--- src/rtl/branch_predictor.sv ---
// Direct-mapped branch target buffer with 2-bit saturating direction counters,
// combinational mispredict detection and saturating performance counters.
module branch_predictor #(
  parameter int IDX_BITS = 5
) (
  input  logic        clk,
  input  logic        rst,
  input  logic [31:0] if_pc,
  output logic        pred_taken,
  output logic [31:0] pred_target,
  input  logic        ex_valid,
  input  logic        ex_is_br,
  input  logic [31:0] ex_pc,
  input  logic        ex_br_en,
  input  logic [31:0] ex_target,
  input  logic        ex_pred_taken,
  input  logic [31:0] ex_pred_target,
  output logic        redirect,
  output logic [31:0] redirect_pc,
  output logic [31:0] br_count,
  output logic [31:0] mispred_count
);

  localparam int ENTRIES = 1 << IDX_BITS;
  localparam int TAG_W   = 32 - IDX_BITS - 2;

  typedef struct packed {
    logic             valid;
    logic [TAG_W-1:0] tag;
    logic [31:0]      target;
    logic [1:0]       ctr;
  } entry_t;

  entry_t btb_q [ENTRIES];
  logic [31:0] br_count_q;
  logic [31:0] mispred_count_q;

  // Fetch-side lookup reads registered state only, so a same-cycle update
  // to the same index is not visible until the following cycle.
  logic [IDX_BITS-1:0] if_idx;
  entry_t              if_e;
  logic                if_hit;

  assign if_idx      = if_pc[IDX_BITS+1:2];
  assign if_e        = btb_q[if_idx];
  assign if_hit      = if_e.valid && (if_e.tag == if_pc[31:IDX_BITS+2]);
  assign pred_taken  = if_hit && if_e.ctr[1];
  assign pred_target = pred_taken ? if_e.target : if_pc + 32'd4;

  // Resolve-side view of the entry owning ex_pc.
  logic [IDX_BITS-1:0] ex_idx;
  entry_t              ex_e;
  logic                ex_hit;
  logic                actual_taken;
  logic [31:0]         actual_next;

  assign ex_idx       = ex_pc[IDX_BITS+1:2];
  assign ex_e         = btb_q[ex_idx];
  assign ex_hit       = ex_e.valid && (ex_e.tag == ex_pc[31:IDX_BITS+2]);
  assign actual_taken = ex_is_br ? ex_br_en : 1'b1;
  assign actual_next  = actual_taken ? ex_target : ex_pc + 32'd4;

  assign redirect    = !rst && ex_valid &&
                       ((ex_pred_taken != actual_taken) ||
                        (actual_taken && (ex_pred_target != ex_target)));
  assign redirect_pc = ex_valid ? actual_next : 32'd0;

  // Next contents of the resolving entry; a not-taken miss leaves it alone.
  entry_t ex_upd;
  logic   btb_we;

  assign btb_we = ex_valid && (ex_hit || actual_taken);

  always_comb begin
    // NOTE: every always_comb output gets a default first so no path can infer a latch.
    ex_upd = ex_e;
    if (ex_hit) begin
      if (ex_is_br) begin
        if (ex_br_en) begin
          if (ex_e.ctr != 2'd3) ex_upd.ctr = ex_e.ctr + 2'd1;
        end else begin
          if (ex_e.ctr != 2'd0) ex_upd.ctr = ex_e.ctr - 2'd1;
        end
      end else begin
        ex_upd.ctr = 2'd3;
      end
      if (actual_taken) ex_upd.target = ex_target;
    end else begin
      ex_upd.valid  = 1'b1;
      ex_upd.tag    = ex_pc[31:IDX_BITS+2];
      ex_upd.target = ex_target;
      ex_upd.ctr    = ex_is_br ? 2'd2 : 2'd3;
    end
  end

  always_ff @(posedge clk) begin
    if (rst) begin
      // NOTE: the table is flop-based and fully reset, so it cannot map onto a RAM macro.
      for (int i = 0; i < ENTRIES; i++) begin
        btb_q[i] <= '{valid: 1'b0, tag: '0, target: 32'd0, ctr: 2'd1};
      end
      br_count_q      <= 32'd0;
      mispred_count_q <= 32'd0;
    end else if (ex_valid) begin
      // NOTE: sequential state uses non-blocking assignments so all flops update together.
      if (br_count_q != 32'hFFFF_FFFF) br_count_q <= br_count_q + 32'd1;
      if (redirect && (mispred_count_q != 32'hFFFF_FFFF))
        mispred_count_q <= mispred_count_q + 32'd1;
      if (btb_we) btb_q[ex_idx] <= ex_upd;
    end
  end

  assign br_count      = br_count_q;
  assign mispred_count = mispred_count_q;

  // The byte-offset bits of both PCs never participate in indexing or tags.
  logic unused_pc_bits;
  assign unused_pc_bits = ^{if_pc[1:0], ex_pc[1:0]};

endmodule

--- config.mk ---
export PLATFORM = sky130hd
export DESIGN_NAME = branch_predictor
export DESIGN_NICKNAME = d
export VERILOG_FILES = /design/src/rtl/branch_predictor.sv
export SDC_FILE = /design/constraint.sdc
export NUM_CORES = 2
export LEC_CHECK = 0
export CORE_MARGIN = 3
export CORE_UTILIZATION = 55
export DETAILED_ROUTE_END_ITERATION = 8
export PLACE_DENSITY_LB_ADDON = 0.25
export SYNTH_ARGS = -nofsm -noshare
export SYNTH_HDL_FRONTEND = slang
export SYNTH_SLANG_ARGS = --single-unit
--- constraint.sdc ---
create_clock -name clk -period 6.2 [get_ports clk]
set_clock_uncertainty 0.2 [all_clocks]
set_input_delay 1.24 -clock clk [delete_from_list [all_inputs] [get_ports clk]]
set_output_delay 1.24 -clock clk [all_outputs]
set_load 0.005 [all_outputs]
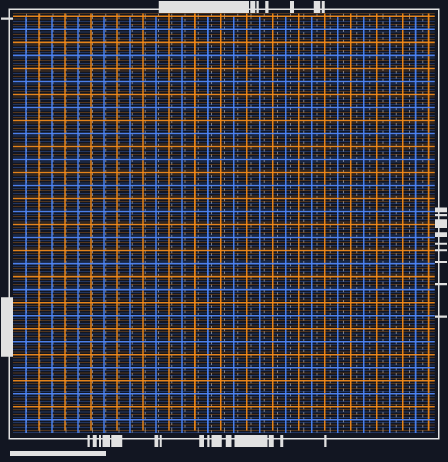
**Above:** supply network.
Bar = 100 um. Pins as bars on the die edge. Tap cells in gray.
| color | net |
|---|---|
| blue | VSS |
| orange | VDD |
rows: 161
tap cells: 2526
width of the die: 447 um
highest ir drop seen on vdd: 0.000248 V
Vert. Die Dim: 447 um
core outline area: 193000 sq um

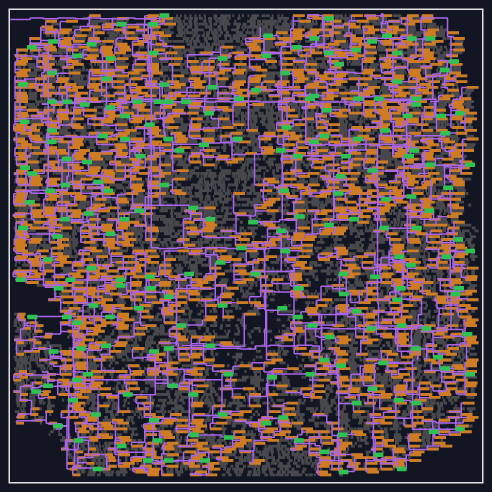
**Above:** clock network drawn from the DEF.
[orange] flip-flops | count: 1984
[purple] clock wires | length: 25.1 mm
[green] clock drivers | count: 208
routed clock nets: 209
clk ins delay skew pair: 930 ps
part of the power in the clock network: 0.380
clock network power consumption: 0.0126 W

==> summary.log <==
qor: timing.slew_viols_final 2
qor: flow_run.maxCapViolCount 1
qor: yosys.syn_area 107000 sq um
qor: status.outcome finished with violations
qor: detailed_routing.routed-wl-met3 82.1 mm
qor: finish.bufAreaShareNonClock 0.112
qor: grt.grt_pass1_wl 659 mm
qor: grt.global_route.overflow_total 0
qor: status.failed_checks max-capacitance violations, max-slew violations, negative setup slack
qor: timing.fmax 152 MHz
qor: timing.setup_viol 33
qor: pwr.p_total 0.0332 W
qor: finish.clockNetworkAreaShare 0.0523
qor: yosys.yosys.area_share.simple 0.135
qor: timing.worst_slack_setup_final -395 ps
qor: pwr.pwr.group.combinational 0.00479 W
qor: finish.num-nets-final 8400
qor: pwr.power-top-group sequential cells
qor: timing.timing.final.hold_violations 0
qor: placed_design.numPlacedInstances 10500
qor: yosys.flop_cell edfxtp_1
No activity file was given, so power comes from the tool's default toggle rates.
